==> src/rtl/multdiv_pkg.sv <==
// Shared types and helpers for the sequential multiply/divide controller.
//   state_e : controller FSM states
//   op_e    : operation selected on the accept edge
//   clog2   : ceiling log2, used to size the step counter as clog2(WIDTH+1)
package multdiv_pkg;

    typedef enum logic [1:0] {
        IDLE,
        RUN,
        FIX,
        DONE
    } state_e;

    typedef enum logic {
        OP_MUL,
        OP_DIV
    } op_e;

    function automatic int unsigned clog2(input int unsigned value);
        int unsigned bits = 0;
        while ((64'd1 << bits) < 64'(value)) begin
            bits++;
        end
        return bits;
    endfunction

endpackage

==> src/rtl/multdiv_iter_core.sv <==
// Radix-2 iterative datapath shared by multiply and divide.
// A single 2*WIDTH register holds either the shift-add product accumulator (mul)
// or {remainder, quotient} for restoring division (div).
// Ports:
//   clock, reset_n : clock and asynchronous active-low reset
//   load           : capture magnitudes; acc becomes {0, mag_a}
//   op             : operation applied by each step
//   step           : perform one iteration
//   mag_a, mag_b   : unsigned operand magnitudes
//   acc            : product, or {remainder, quotient}
module multdiv_iter_core
    import multdiv_pkg::*;
#(
    parameter int unsigned WIDTH = 32
) (
    input  logic               clock,
    input  logic               reset_n,
    input  logic               load,
    input  op_e                op,
    input  logic               step,
    input  logic [WIDTH-1:0]   mag_a,
    input  logic [WIDTH-1:0]   mag_b,
    output logic [2*WIDTH-1:0] acc
);

    logic [2*WIDTH-1:0] acc_q, acc_d;
    logic [WIDTH-1:0]   b_q;
    logic [WIDTH:0]     sum;
    logic [WIDTH:0]     shifted;
    logic [WIDTH:0]     trial;

    always_comb begin
        acc_d   = acc_q;
        sum     = '0;
        shifted = '0;
        trial   = '0;
        if (load) begin
            acc_d = {{WIDTH{1'b0}}, mag_a};
        end else if (step) begin
            if (op == OP_MUL) begin
                // Add B into the upper half when the multiplier LSB is set, then shift right.
                sum   = {1'b0, acc_q[2*WIDTH-1:WIDTH]} + (acc_q[0] ? {1'b0, b_q} : '0);
                acc_d = {sum, acc_q[WIDTH-1:1]};
            end else begin
                // Shift the next dividend bit into the remainder; a borrow means restore.
                shifted = acc_q[2*WIDTH-1:WIDTH-1];
                trial   = shifted - {1'b0, b_q};
                if (!trial[WIDTH]) begin
                    acc_d = {trial[WIDTH-1:0], acc_q[WIDTH-2:0], 1'b1};
                end else begin
                    acc_d = {shifted[WIDTH-1:0], acc_q[WIDTH-2:0], 1'b0};
                end
            end
        end
    end

    always_ff @(posedge clock or negedge reset_n) begin
        if (!reset_n) begin
            acc_q <= '0;
            b_q   <= '0;
        end else begin
            acc_q <= acc_d;
            if (load) begin
                b_q <= mag_b;
            end
        end
    end

    assign acc = acc_q;

endmodule

==> src/rtl/multdiv_seq_ctrl.sv <==
// Sequential multiply/divide controller for the execute stage.
// Accepts a one-cycle mul/div request, runs WIDTH radix-2 steps in multdiv_iter_core,
// applies sign correction and exception checks, then pulses multdiv_RDY for one cycle.
// Ports:
//   clock, reset_n            : clock and asynchronous active-low reset
//   mul, div, is_signed       : request strobes (mul wins) and signedness
//   data_operandA/B           : multiplicand/dividend, multiplier/divisor
//   multdiv_result/hi         : product low/high word, or quotient/remainder
//   multdiv_exception         : mul overflow, divide by zero, or signed MIN/-1
//   multdiv_RDY               : one-cycle result-valid pulse
//   busy                      : operation in flight; requests ignored
// Build option: MULTDIV_EARLY_TERM_EN lets B==0, B==1 or a zero multiplicand skip RUN.
module multdiv_seq_ctrl
    import multdiv_pkg::*;
#(
    parameter int unsigned WIDTH = 32
) (
    input  logic             clock,
    input  logic             reset_n,
    input  logic             mul,
    input  logic             div,
    input  logic             is_signed,
    input  logic [WIDTH-1:0] data_operandA,
    input  logic [WIDTH-1:0] data_operandB,
    output logic [WIDTH-1:0] multdiv_result,
    output logic [WIDTH-1:0] multdiv_hi,
    output logic             multdiv_exception,
    output logic             multdiv_RDY,
    output logic             busy
);

    localparam int unsigned CntW = clog2(WIDTH + 1);

    state_e             state_q;
    op_e                op_q;
    logic [CntW-1:0]    cnt_q;
    logic               signed_q, neg_lo_q, neg_hi_q, b_zero_q, ovf_q;

    logic               accept, skip_run, a_neg, b_neg;
    logic [WIDTH-1:0]   mag_a, mag_b;
    logic [2*WIDTH-1:0] acc, prod;
    logic [WIDTH-1:0]   quo, rem;
    logic [WIDTH-1:0]   fix_lo, fix_hi;
    logic               fix_exc;

    // DONE also accepts so back-to-back operations lose no cycle.
    assign accept = (mul | div) && (state_q == IDLE || state_q == DONE);
    assign a_neg  = is_signed & data_operandA[WIDTH-1];
    assign b_neg  = is_signed & data_operandB[WIDTH-1];
    assign mag_a  = a_neg ? -data_operandA : data_operandA;
    assign mag_b  = b_neg ? -data_operandB : data_operandB;

`ifdef MULTDIV_EARLY_TERM_EN
    // The freshly loaded accumulator {0, |A|} already holds the answer for these cases;
    // B==0 is overridden in FIX.
    assign skip_run = (data_operandB == '0) || (data_operandB == WIDTH'(1)) ||
                      (mul && data_operandA == '0);
`else
    assign skip_run = 1'b0;
`endif

    multdiv_iter_core #(
        .WIDTH (WIDTH)
    ) u_core (
        .clock   (clock),
        .reset_n (reset_n),
        .load    (accept),
        .op      (op_q),
        .step    (state_q == RUN),
        .mag_a   (mag_a),
        .mag_b   (mag_b),
        .acc     (acc)
    );

    always_comb begin
        prod    = neg_lo_q ? -acc : acc;
        quo     = neg_lo_q ? -acc[WIDTH-1:0] : acc[WIDTH-1:0];
        rem     = neg_hi_q ? -acc[2*WIDTH-1:WIDTH] : acc[2*WIDTH-1:WIDTH];
        fix_lo  = '0;
        fix_hi  = '0;
        fix_exc = 1'b0;
        if (b_zero_q) begin
            fix_exc = (op_q == OP_DIV);
        end else if (op_q == OP_MUL) begin
            fix_lo  = prod[WIDTH-1:0];
            fix_hi  = prod[2*WIDTH-1:WIDTH];
            fix_exc = signed_q ? (fix_hi != {WIDTH{fix_lo[WIDTH-1]}}) : (fix_hi != '0);
        end else begin
            fix_lo  = quo;
            fix_hi  = rem;
            fix_exc = ovf_q;
        end
    end

    always_ff @(posedge clock or negedge reset_n) begin
        if (!reset_n) begin
            state_q           <= IDLE;
            op_q              <= OP_MUL;
            cnt_q             <= '0;
            signed_q          <= 1'b0;
            neg_lo_q          <= 1'b0;
            neg_hi_q          <= 1'b0;
            b_zero_q          <= 1'b0;
            ovf_q             <= 1'b0;
            multdiv_result    <= '0;
            multdiv_hi        <= '0;
            multdiv_exception <= 1'b0;
            multdiv_RDY       <= 1'b0;
            busy              <= 1'b0;
        end else begin
            multdiv_RDY <= 1'b0;
            unique case (state_q)
                IDLE, DONE: begin
                    if (accept) begin
                        op_q     <= mul ? OP_MUL : OP_DIV;
                        signed_q <= is_signed;
                        neg_lo_q <= a_neg ^ b_neg;
                        neg_hi_q <= a_neg;
                        b_zero_q <= (data_operandB == '0);
                        ovf_q    <= !mul && is_signed &&
                                    (data_operandA == {1'b1, {(WIDTH-1){1'b0}}}) &&
                                    (data_operandB == '1);
                        cnt_q    <= '0;
                        busy     <= 1'b1;
                        state_q  <= skip_run ? FIX : RUN;
                    end else begin
                        busy    <= 1'b0;
                        state_q <= IDLE;
                    end
                end
                RUN: begin
                    cnt_q <= cnt_q + CntW'(1);
                    if (cnt_q == CntW'(WIDTH - 1)) begin
                        state_q <= FIX;
                    end
                end
                FIX: begin
                    multdiv_result    <= fix_lo;
                    multdiv_hi        <= fix_hi;
                    multdiv_exception <= fix_exc;
                    multdiv_RDY       <= 1'b1;
                    state_q           <= DONE;
                end
                default: state_q <= IDLE;
            endcase
        end
    end

endmodule
==> config.mk <==
export PLATFORM = sky130hd
export DESIGN_NAME = multdiv_seq_ctrl
export DESIGN_NICKNAME = d
export VERILOG_FILES = /design/src/rtl/multdiv_pkg.sv /design/src/rtl/multdiv_iter_core.sv /design/src/rtl/multdiv_seq_ctrl.sv
export SDC_FILE = /design/constraint.sdc
export NUM_CORES = 1
export LEC_CHECK = 0
export ABC_CLOCK_PERIOD_IN_PS = 10800
export CORE_ASPECT_RATIO = 1.1
export CORE_MARGIN = 10
export CORE_UTILIZATION = 45
export CTS_CLUSTER_SIZE = 24
export DETAILED_ROUTE_END_ITERATION = 8
export PLACE_DENSITY_LB_ADDON = 0.2
export SLEW_MARGIN = 20
export SYNTH_ARGS = -nofsm -noshare
export SYNTH_HDL_FRONTEND = slang
export SYNTH_HIERARCHICAL = 1
export SYNTH_SLANG_ARGS = --single-unit
==> constraint.sdc <==
create_clock -name clock -period 10.8 [get_ports clock]
set_input_delay 2.16 -clock clock [delete_from_list [all_inputs] [get_ports clock]]
set_output_delay 2.16 -clock clock [all_outputs]
set_load 0.02 [all_outputs]
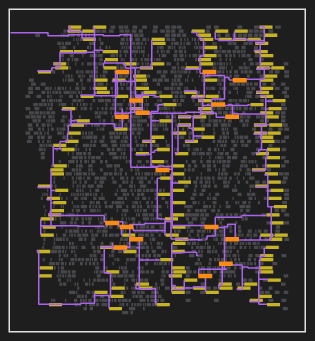
(run_1/clock_wires.png)
Drawn at 1.5 px/µm.
[clock wires] purple | length: 2640 µm
[clock-net drivers] orange | count: 17
[flip-flops] yellow | count: 177
routed clock nets	18
Insertion Delay late pin: 0.45 ns
power share of the clock group: 10.3%

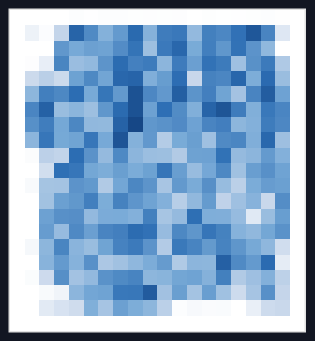
(run_1/util_map.png)
Drawn at 1.5 px/µm. 20 x 21 tiles, from white (low) to dark blue (high), 0 to 100% covered.
emptiest ninth of the die	south-west
mean over tiles	41%
tiles over 75% full	6.7%
nearly empty tiles	22%
starting density of the core: 45.3%
core region area: 34000 µm²
Core Util, Final: 51.7%

==> impl_metrics.json, run 1 <==
{
  "gr-usage-met1_pct": 31.7,
  "worstHoldPathCells": 1,
  "top_area_cell": "dfrtp_1",
  "final_hold_viol_count": 0,
  "route.met3.wl_mm": 3.05,
  "hold_buffers": 0,
  "rows": 71,
  "multiInputGateArea_um2": 10300,
  "syn_nets": 2054,
  "yosys_warnings": 6,
  "clk_path_buf_depth": 2,
  "first_pass_iters": 6,
  "cp.depth": 12,
  "comb_share_pct": 58.6,
  "dpl_cell_area_um2": 17000,
  "post-cts-setup-buffer-count": 0,
  "dp_hpwl_mm": 39.2,
  "crit_type": "in -> reg",
  "cp_num_buf_inv": 1,
  "dominant_cells": "multi-input combinational cells",
  "final_cells": 2428,
  "top_cells_by_area": "dfrtp_1 (29%), o21ai_0 (6.8%), xor2_1 (6.3%)",
  "crit_path_frequent_cell": "or4_1",
  "antenna_found_initial": 1,
  "worst_slew_pin_slew_ns": 1.03,
  "synthXorXnorAreaFrac_pct": 11.2,
  "p_comb_share_pct": 65.8,
  "num-fill-cells": 3261,
  "p_sw_share_pct": 53.4,
  "postSynthCellCount": 1911,
  "powerComb_w": 0.00406,
  "reg2reg_slack_ns": 6.33,
  "inverters": 71,
  "power_density_nw_per_um2": 351,
  "synthDominantCellAreaShare_pct": 28.8,
  "synth_area_um2": 15400,
  "status": "complete, no violations",
  "top_layer_used": "met4",
  "fin_area_um2": 17600,
  "numSynthFlops": 177,
  "dieArea_um2": 42000,
  "cts_resized": 0,
  "critPathLaunchType": "input pin",
  "grt_pass1_vias": 14100
}
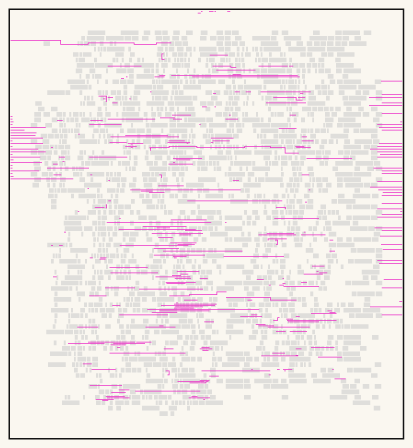
(run_1/m3.png)
Drawn at 2 px/µm.
wire length on this layer	3050 µm
share of all routed wire	6.0%
longest straight run	63.0 µm
nets with wire on the layer	233
WL final: 50.7 mm
GR Util met3: 4.14%
Vias: 14800

## Run 2: what changed since run 1
--- a/config.mk
+++ b/config.mk
@@ -5,7 +5,7 @@
 export SDC_FILE = /design/constraint.sdc
 export NUM_CORES = 1
 export LEC_CHECK = 0
-export ABC_CLOCK_PERIOD_IN_PS = 10800
+export ABC_CLOCK_PERIOD_IN_PS = 4900
 export CORE_ASPECT_RATIO = 1.1
 export CORE_MARGIN = 10
 export CORE_UTILIZATION = 45
==> constraint.sdc (replaced) <==
create_clock -name clock -period 4.9 [get_ports clock]
set_input_delay 0.98 -clock clock [delete_from_list [all_inputs] [get_ports clock]]
set_output_delay 0.98 -clock clock [all_outputs]
set_load 0.02 [all_outputs]
==> impl_metrics.json, run 2 <==
{
  "top_layer_used": "met4",
  "p_sw_share_pct": 53.4,
  "inverters": 71,
  "post-cts-setup-buffer-count": 0,
  "critPathLaunchType": "input pin",
  "multiInputGateArea_um2": 10300,
  "reg2reg_slack_ns": 0.97,
  "final_util_pct": 52.1,
  "cp_num_buf_inv": 1,
  "grt_pass1_vias": 13900,
  "status": "complete, no violations",
  "final_cells": 2442,
  "dominant_cells": "multi-input combinational cells",
  "fp_util_pct": 45.3,
  "dp_hpwl_mm": 39.7,
  "synthXorXnorAreaFrac_pct": 11.2,
  "cts_resized": 0,
  "comb_share_pct": 58.0,
  "dpl_cell_area_um2": 17100,
  "rows": 71,
  "first_pass_iters": 6,
  "worst_slew_pin_slew_ns": 0.963
}
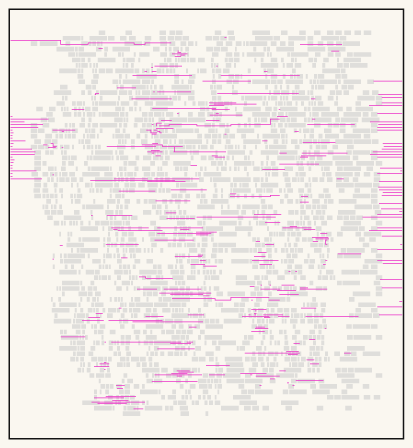
(run_2/m3.png)
Drawn at 2 px/µm.
Vias: 14800
GR Util met3: 3.52%
WL final: 51.5 mm

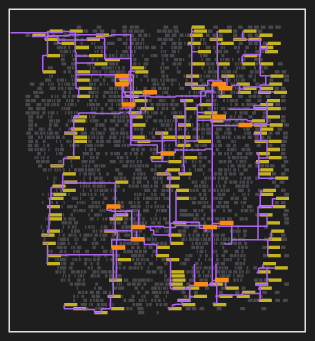
(run_2/clock_wires.png)
Drawn at 1.5 px/µm.
[clock-net drivers] orange | count: 17
[flip-flops] yellow | count: 177
[clock wires] purple | length: 2730 µm
routed clock nets	18
flops lie	all over the die
power share of the clock group: 10.4%
Clk power: 0.00143 W
Insertion Delay late pin: 0.46 ns

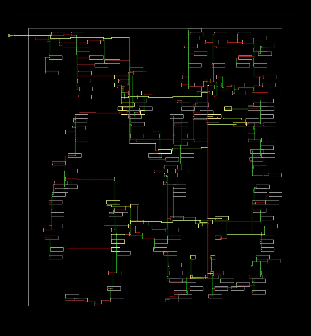
(run_2/clock_nets.png)
clock sinks: 177
total CTS buffers: 17
flop count: 177

Power figures rest on the tool's default switching activity, not on a simulated workload.
